==> config.mk <==
export PLATFORM = sky130hd
export DESIGN_NAME = datapath_sequencer_flat
export DESIGN_NICKNAME = d
export VERILOG_FILES = /design/src/rtl/datapath_sequencer_if.sv /design/src/rtl/datapath_sequencer.sv /design/src/flat_wrapper.sv
export SDC_FILE = /design/constraint.sdc
export NUM_CORES = 1
export LEC_CHECK = 0
export ABC_AREA = 1
export CAP_MARGIN = 5
export CORE_UTILIZATION = 42
export CTS_CLUSTER_SIZE = 28
export DETAILED_ROUTE_END_ITERATION = 8
export PLACE_DENSITY = 0.78
export SLEW_MARGIN = 10
export SYNTH_ARGS = -nofsm -noshare
export SYNTH_HDL_FRONTEND = slang
export SYNTH_SLANG_ARGS = --single-unit
==> constraint.sdc <==
create_clock -name CLK -period 2.3 [get_ports CLK]
set_clock_uncertainty 0.2 [all_clocks]
set_input_delay 0.575 -clock CLK [delete_from_list [all_inputs] [get_ports CLK]]
set_output_delay 0.575 -clock CLK [all_outputs]
set_load 0.02 [all_outputs]
==> src/rtl/datapath_sequencer_if.sv <==
// Request/control bundle between the requester, datapath_sequencer and the 8-bit accumulator datapath.
// When DP_SEQ_STEP_EN is defined, the bundle also carries the STEP input.
interface datapath_sequencer_if #(
    parameter int ALU_CTRL_W = 4,
    parameter int SHAMT_W    = 5,
    parameter int STEP_W     = 3
);
    // START is sampled only while the sequencer is idle. OP is captured on the
    // same edge. DONE is a one-cycle pulse. START/OP are ignored while BUSY or DONE.
    logic                  START;
    logic [1:0]            OP;
`ifdef DP_SEQ_STEP_EN
    logic                  STEP;
`endif
    logic                  WE;
    logic                  SEL0;
    logic                  SEL1;
    logic                  SEL2;
    logic [ALU_CTRL_W-1:0] ALU_CTRL;
    logic [1:0]            SHIFTER_CTRL;
    logic [SHAMT_W-1:0]    SHAMT;
    logic                  REG_CLR;
    logic                  BUSY;
    logic                  DONE;
    logic [STEP_W-1:0]     CYCLE;
    logic [1:0]            fsm_state;

`ifdef DP_SEQ_STEP_EN
    modport slave (
        input  START, OP, STEP,
        output WE, SEL0, SEL1, SEL2, ALU_CTRL, SHIFTER_CTRL, SHAMT,
               REG_CLR, BUSY, DONE, CYCLE, fsm_state
    );
    modport master (
        output START, OP, STEP,
        input  WE, SEL0, SEL1, SEL2, ALU_CTRL, SHIFTER_CTRL, SHAMT,
               REG_CLR, BUSY, DONE, CYCLE, fsm_state
    );
`else
    modport slave (
        input  START, OP,
        output WE, SEL0, SEL1, SEL2, ALU_CTRL, SHIFTER_CTRL, SHAMT,
               REG_CLR, BUSY, DONE, CYCLE, fsm_state
    );
    modport master (
        output START, OP,
        input  WE, SEL0, SEL1, SEL2, ALU_CTRL, SHIFTER_CTRL, SHAMT,
               REG_CLR, BUSY, DONE, CYCLE, fsm_state
    );
`endif
endinterface

==> src/rtl/datapath_sequencer.sv <==
// Start/done micro-sequencer for the 8-bit accumulator datapath: IDLE -> EXEC -> FIN -> IDLE.
// Optional macro DP_SEQ_STEP_EN gates step advance and writes with the STEP input.
module datapath_sequencer #(
    parameter int ALU_CTRL_W = 4,
    parameter int SHAMT_W    = 5,
    parameter int STEP_W     = 3
) (
    input logic                  CLK,
    input logic                  RESET_N,
    datapath_sequencer_if.slave  bus
);

    typedef enum logic [1:0] {
        S_IDLE = 2'd0,
        S_EXEC = 2'd1,
        S_FIN  = 2'd2
    } state_t;

    localparam logic [ALU_CTRL_W-1:0] ALU_NOT_B  = ALU_CTRL_W'(4'b1111);
    localparam logic [ALU_CTRL_W-1:0] ALU_PASS_B = ALU_CTRL_W'(4'b1101);
    localparam logic [ALU_CTRL_W-1:0] ALU_ADD    = ALU_CTRL_W'(4'b0100);
    localparam logic [ALU_CTRL_W-1:0] ALU_OR     = ALU_CTRL_W'(4'b1100);
    localparam logic [1:0]            SH_LSL     = 2'd0;
    localparam logic [1:0]            SH_LSR     = 2'd1;
    localparam logic [STEP_W-1:0]     ST1        = STEP_W'(1);
    localparam logic [STEP_W-1:0]     ST2        = STEP_W'(2);
    localparam logic [STEP_W-1:0]     ST3        = STEP_W'(3);

    state_t              state;
    state_t              state_d;
    logic [STEP_W-1:0]   step;
    logic [STEP_W-1:0]   step_d;
    logic [1:0]          op_q;
    logic [1:0]          op_d;
    logic                advance;

    logic                  we;
    logic                  sel0;
    logic                  sel1;
    logic                  sel2;
    logic [ALU_CTRL_W-1:0] alu_ctrl;
    logic [1:0]            shifter_ctrl;
    logic [SHAMT_W-1:0]    shamt;
    logic                  reg_clr;

    function automatic logic [STEP_W-1:0] last_step(input logic [1:0] op);
        case (op)
            2'd0:    return ST2;
            2'd1:    return ST3;
            2'd2:    return ST3;
            default: return ST1;
        endcase
    endfunction

`ifdef DP_SEQ_STEP_EN
    assign advance = bus.STEP;
`else
    assign advance = 1'b1;
`endif

    always_ff @(posedge CLK or negedge RESET_N) begin
        if (!RESET_N) begin
            state <= S_IDLE;
            step  <= '0;
            op_q  <= 2'd0;
        end else begin
            state <= state_d;
            step  <= step_d;
            op_q  <= op_d;
        end
    end

    always_comb begin
        state_d = state;
        step_d  = step;
        op_d    = op_q;
        case (state)
            S_IDLE: begin
                if (bus.START) begin
                    op_d    = bus.OP;
                    step_d  = ST1;
                    state_d = S_EXEC;
                end
            end
            S_EXEC: begin
                if (advance) begin
                    // The comparison is >= so a corrupted step can never run past N.
                    if (step >= last_step(op_q)) begin
                        state_d = S_FIN;
                        step_d  = '0;
                    end else begin
                        step_d = step + 1'b1;
                    end
                end
            end
            S_FIN: begin
                state_d = S_IDLE;
            end
            default: begin
                state_d = S_IDLE;
                step_d  = '0;
            end
        endcase
    end

    // Every control is re-decoded each cycle from (op_q, step); nothing is held.
    always_comb begin
        we           = 1'b0;
        sel0         = 1'b0;
        sel1         = 1'b0;
        sel2         = 1'b0;
        alu_ctrl     = '0;
        shifter_ctrl = SH_LSL;
        shamt        = '0;
        reg_clr      = 1'b0;
        if (state == S_EXEC) begin
            case (op_q)
                2'd0: begin
                    if (step == ST1) begin
                        sel0     = 1'b1;
                        alu_ctrl = ALU_NOT_B;
                        we       = 1'b1;
                    end else if (step == ST2) begin
                        sel1     = 1'b1;
                        sel2     = 1'b1;
                        alu_ctrl = ALU_ADD;
                        we       = 1'b1;
                    end
                end
                2'd1: begin
                    if (step == ST1) begin
                        sel0     = 1'b1;
                        alu_ctrl = ALU_PASS_B;
                        we       = 1'b1;
                    end else if (step == ST2) begin
                        shamt    = SHAMT_W'(3);
                        alu_ctrl = ALU_ADD;
                        we       = 1'b1;
                    end else if (step == ST3) begin
                        sel0     = 1'b1;
                        alu_ctrl = ALU_ADD;
                        we       = 1'b1;
                    end
                end
                2'd2: begin
                    if (step == ST1) begin
                        sel0     = 1'b1;
                        alu_ctrl = ALU_PASS_B;
                        we       = 1'b1;
                    end else if (step == ST2) begin
                        shifter_ctrl = SH_LSR;
                        shamt        = SHAMT_W'(4);
                        alu_ctrl     = ALU_PASS_B;
                        we           = 1'b1;
                    end else if (step == ST3) begin
                        shamt    = SHAMT_W'(4);
                        alu_ctrl = ALU_OR;
                        we       = 1'b1;
                    end
                end
                default: begin
                    if (step == ST1) begin
                        reg_clr = 1'b1;
                    end
                end
            endcase
            if (!advance) begin
                we      = 1'b0;
                reg_clr = 1'b0;
            end
        end
    end

    assign bus.WE           = we;
    assign bus.SEL0         = sel0;
    assign bus.SEL1         = sel1;
    assign bus.SEL2         = sel2;
    assign bus.ALU_CTRL     = alu_ctrl;
    assign bus.SHIFTER_CTRL = shifter_ctrl;
    assign bus.SHAMT        = shamt;
    assign bus.REG_CLR      = reg_clr;
    assign bus.BUSY         = (state == S_EXEC);
    assign bus.DONE         = (state == S_FIN);
    assign bus.CYCLE        = (state == S_EXEC) ? step : '0;
    assign bus.fsm_state    = state;

`ifndef SYNTHESIS
    a_busy_done_excl: assert property (@(posedge CLK) disable iff (!RESET_N)
        !(bus.BUSY && bus.DONE));
    a_step_range: assert property (@(posedge CLK) disable iff (!RESET_N)
        (state == S_EXEC) |-> (step >= ST1 && step <= last_step(op_q)));
    a_fin_one_cycle: assert property (@(posedge CLK) disable iff (!RESET_N)
        (state == S_FIN) |=> (state == S_IDLE));
`endif

endmodule

==> src/flat_wrapper.sv <==
// flat-port wrapper written by rule: the top's interface ports become plain ports
module datapath_sequencer_flat 
#(
    parameter int ALU_CTRL_W = 4,
    parameter int SHAMT_W    = 5,
    parameter int STEP_W     = 3
)
  (CLK, RESET_N, bus_START, bus_OP, bus_WE, bus_SEL0, bus_SEL1, bus_SEL2, bus_ALU_CTRL, bus_SHIFTER_CTRL, bus_SHAMT, bus_REG_CLR, bus_BUSY, bus_DONE, bus_CYCLE, bus_fsm_state);
  datapath_sequencer_if #(.ALU_CTRL_W(ALU_CTRL_W), .SHAMT_W(SHAMT_W), .STEP_W(STEP_W)) bus_i ();
  input logic CLK;
  input logic RESET_N;
  input wire logic [$bits(bus_i.START)-1:0] bus_START;
  input wire logic [$bits(bus_i.OP)-1:0] bus_OP;
  output wire logic [$bits(bus_i.WE)-1:0] bus_WE;
  output wire logic [$bits(bus_i.SEL0)-1:0] bus_SEL0;
  output wire logic [$bits(bus_i.SEL1)-1:0] bus_SEL1;
  output wire logic [$bits(bus_i.SEL2)-1:0] bus_SEL2;
  output wire logic [$bits(bus_i.ALU_CTRL)-1:0] bus_ALU_CTRL;
  output wire logic [$bits(bus_i.SHIFTER_CTRL)-1:0] bus_SHIFTER_CTRL;
  output wire logic [$bits(bus_i.SHAMT)-1:0] bus_SHAMT;
  output wire logic [$bits(bus_i.REG_CLR)-1:0] bus_REG_CLR;
  output wire logic [$bits(bus_i.BUSY)-1:0] bus_BUSY;
  output wire logic [$bits(bus_i.DONE)-1:0] bus_DONE;
  output wire logic [$bits(bus_i.CYCLE)-1:0] bus_CYCLE;
  output wire logic [$bits(bus_i.fsm_state)-1:0] bus_fsm_state;
  assign bus_i.START = bus_START;
  assign bus_i.OP = bus_OP;
  assign bus_WE = bus_i.WE;
  assign bus_SEL0 = bus_i.SEL0;
  assign bus_SEL1 = bus_i.SEL1;
  assign bus_SEL2 = bus_i.SEL2;
  assign bus_ALU_CTRL = bus_i.ALU_CTRL;
  assign bus_SHIFTER_CTRL = bus_i.SHIFTER_CTRL;
  assign bus_SHAMT = bus_i.SHAMT;
  assign bus_REG_CLR = bus_i.REG_CLR;
  assign bus_BUSY = bus_i.BUSY;
  assign bus_DONE = bus_i.DONE;
  assign bus_CYCLE = bus_i.CYCLE;
  assign bus_fsm_state = bus_i.fsm_state;
  datapath_sequencer #(.ALU_CTRL_W(ALU_CTRL_W), .SHAMT_W(SHAMT_W), .STEP_W(STEP_W)) u_core (.CLK(CLK), .RESET_N(RESET_N), .bus(bus_i));
endmodule
m2.png
Scale bar: 10 um.
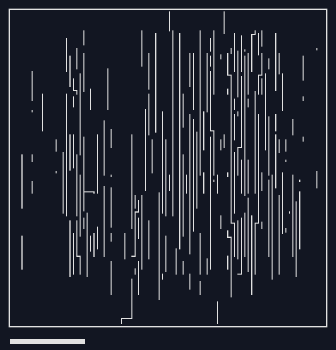
The wires run mostly vertical. 128 nets have wire on it. The longest straight run is 28.9 um. The layer holds 53% of the routed length. The layer carries 930 um of wire.
Routed Wire Length: 1740 um
M2 GR Usage: 34.5%

placed.png
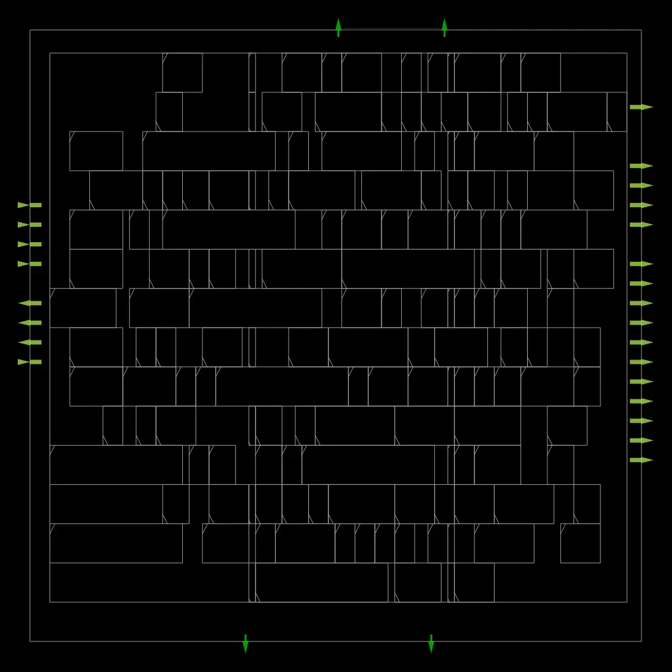
Site Rows: 14
post-route insts no fill: 156
flip-flops: 7
core box area: 1520 um2

==> results.json <==
{
  "wl_per_cell_um": 11.1,
  "cp-end-kind": "output port",
  "yosysTopAreaCell": "dfrtp_1",
  "clock_power_w": 0.000114,
  "use_met3_pct": 1.72,
  "antenna_cells": 0,
  "crit_buf_inv": 2,
  "p_leak_nw": 0.634,
  "topCellsByArea": "dfrtp_1 (26%), ha_1 (18%), inv_1 (9.3%)",
  "common_cells": "inv_1 (17), nand2_1 (16), nor2_1 (14), ha_1 (10), nand3_1 (10)",
  "cts_buffer_depth": 2,
  "crit_slowest_cell": "dfrtp_1",
  "grt_use_met1_pct": 21.5,
  "tool_warnings": 32,
  "status": "finished clean",
  "antenna_found_initial": 0,
  "die_x_um": 42.4,
  "netlist_area_um2": 686,
  "fin_util_pct": 72.1,
  "cp_max_fo": 4,
  "grt_pass1_wl_um": 2640,
  "layout.nets": 156,
  "synth-seq-cells": 7,
  "clk_latency_ns": 0.26,
  "swShare_pct": 50.4,
  "cts_made_buffers": 3,
  "min-delay-path-class": "in -> async",
  "synthesis.instances": 99,
  "critPathLaunchType": "flip-flop",
  "drc": 0,
  "cts.clk_slew.worst_paths_ns": 0.06,
  "final_area_um2": 1100,
  "dieArea_um2": 1800,
  "grt_overflow": 0,
  "maxPowerGroup": "combinational cells",
  "setup_slack_ns": 0.000894,
  "synth.logic.top_family": "simple AND/OR/NAND/NOR gates",
  "slew_viol_final": 0,
  "track_usage_pct": 19.1,
  "edf_count": 0,
  "htreeDepth": 1,
  "wl_met2_um": 930,
  "grt_start_max_net_pins": 9,
  "tritoncts": "done",
  "power_density_nw_per_um2": 1280,
  "ant_nets": 0,
  "area_growth_pct": 60.2,
  "muxShareOfSynthArea_pct": 0,
  "synth-area-yosys_um2": 686,
  "synthArstFlopShare_pct": 100,
  "dr.pass1.iters": 4,
  "place_inst": 149,
  "final_hold_viol_count": 0,
  "grt_pass1_vias": 665,
  "busiest_layer": "met2",
  "die_h_um": 42.4,
  "internal_power_w": 0.000699,
  "flop_cell": "dfrtp_1",
  "yosys.area.top_type_share_pct": 25.5,
  "fp_util_pct": 45.0,
  "ys_cells": 99,
  "synth_dominant_cell_count": "inv_1",
  "via_count": 758,
  "synth_adder_area_share_pct": 18.2,
  "avgSynthCellArea_um2": 6.93,
  "drive_gt1_share_pct": 43.6,
  "drtIter0Drc": 14,
  "pwr-share-seq_pct": 16.0,
  "crit_chain": "ha_2 -> ha_4 -> inv_2 -> nand3_2 -> nand2_2 -> nor2_1 -> buf_4",
  "arrival_ns": 1.52,
  "power.share.clock_pct": 8.1,
  "place_congestion": 0.922,
  "fillCellCount": 113,
  "ys_seq_share_pct": 25.5,
  "dp_slack_ns": -0.157,
  "comb-power_w": 0.00107,
  "wl_met1_um": 646,
  "slowest_delay_ns": 0.42,
  "cts_sinks": 7,
  "yosys_warnings": 0,
  "ys_sh_simple_pct": 34.1,
  "finalSetupViolCount": 0,
  "cp.required_ns": 1.52,
  "crit_type": "reg -> out",
  "compound_area_share_pct": 5.11,
  "synth_cell_type_count": 16,
  "p_comb_share_pct": 75.9,
  "wl_met3_um": 118,
  "fin_crit_sh_pct": 100,
  "cp_top_family": "flip-flops",
  "hold_slack_ns": 0.382,
  "ir_drop_mv": 0.796,
  "io_pins": 28,
  "viasPerCell": 4.86,
  "root_buffer": "clkbuf_4",
  "dpl_cell_area_um2": 1020,
  "total_power_w": 0.00141,
  "tns_ns": 0,
  "cap_violations": 0,
  "powerSeq_w": 0.000225,
  "clock.fmax_mhz": 435,
  "rsz0062_at_grt": "true",
  "hpwl_um": 1240,
  "synthXorXnorAreaFrac_pct": 0,
  "portBuffers": 24,
  "maxUsedRoutingLayer": "met4",
  "holdBufCountCts": 0,
  "fin_crit_ns": 2.30,
  "p_switching_w": 0.000711
}
==> sequential cells by signal (all words and copies together), names as in the netlist <==
register              cells
u_core.op_q               2
u_core.step               3
u_core.bus.fsm_state      2
==> cells in the final DEF (no fill, tap or decap), types with 2 or more instances in the layout <==
cell type	synthesis	layout
clkdlybuf4s50_1	0	6
nor2_4	2	3
buf_4	5	22
conb_1	1	3
nor2_1	14	13
clkbuf_4	0	3
nand3_2	1	2
ha_2	0	4
dlymetal6s2s_1	0	2
nand2_2	2	2
inv_2	3	10
ha_4	0	2
dlygate4sd2_1	0	3
o21ai_0	2	2
dfrtp_1	7	7
nor3_1	3	2
buf_2	0	6
ha_1	10	4
nand3_1	10	9
inv_1	17	10
nand2_1	16	13
a21oi_1	5	4
nand2_4	1	4
==> worst paths after layout <==
| kind | from | endpoint | slack, ns | cells after the start |
|---|---|---|---|---|
| worst max-delay path | u_core.step[0] | bus_WE | 0.0009 | 7 |
| worst min-delay path | RESET_N | u_core.step[1] | 0.38 | 1 |
| worst min register to register | u_core.op_q[1] | u_core.op_q[1] | 0.43 | 3 |
| worst max register to register | u_core.op_q[0] | u_core.step[0] | 0.46 | 10 |
| min in group CLK | u_core.op_q[1] | u_core.op_q[1] | 0.43 | 3 |
| max in group asynchronous | RESET_N | u_core.step[0] | 1.27 | 1 |
==> repair_timing <==
| action | CTS | global route |
|---|---|---|
| pin swaps | 0 | 12 |
| gates resized | 59 | 33 |
| setup endpoints to repair | 16 | 14 |
| buffers inserted | 0 | 3 |
==> area by class of cell <==
cell class | instances | area, um2 | share of cell area, %
Clock buffer | 4 | 26.3 | 2.39
Tap cell | 16 | 20.0 | 1.82
Timing Repair Buffer | 40 | 318 | 28.9
Inverter | 20 | 75.1 | 6.83
Multi-Input combinational cell | 69 | 484 | 44.1
Sequential cell | 7 | 175 | 15.9
No activity file was given, so power comes from the tool's default toggle rates.
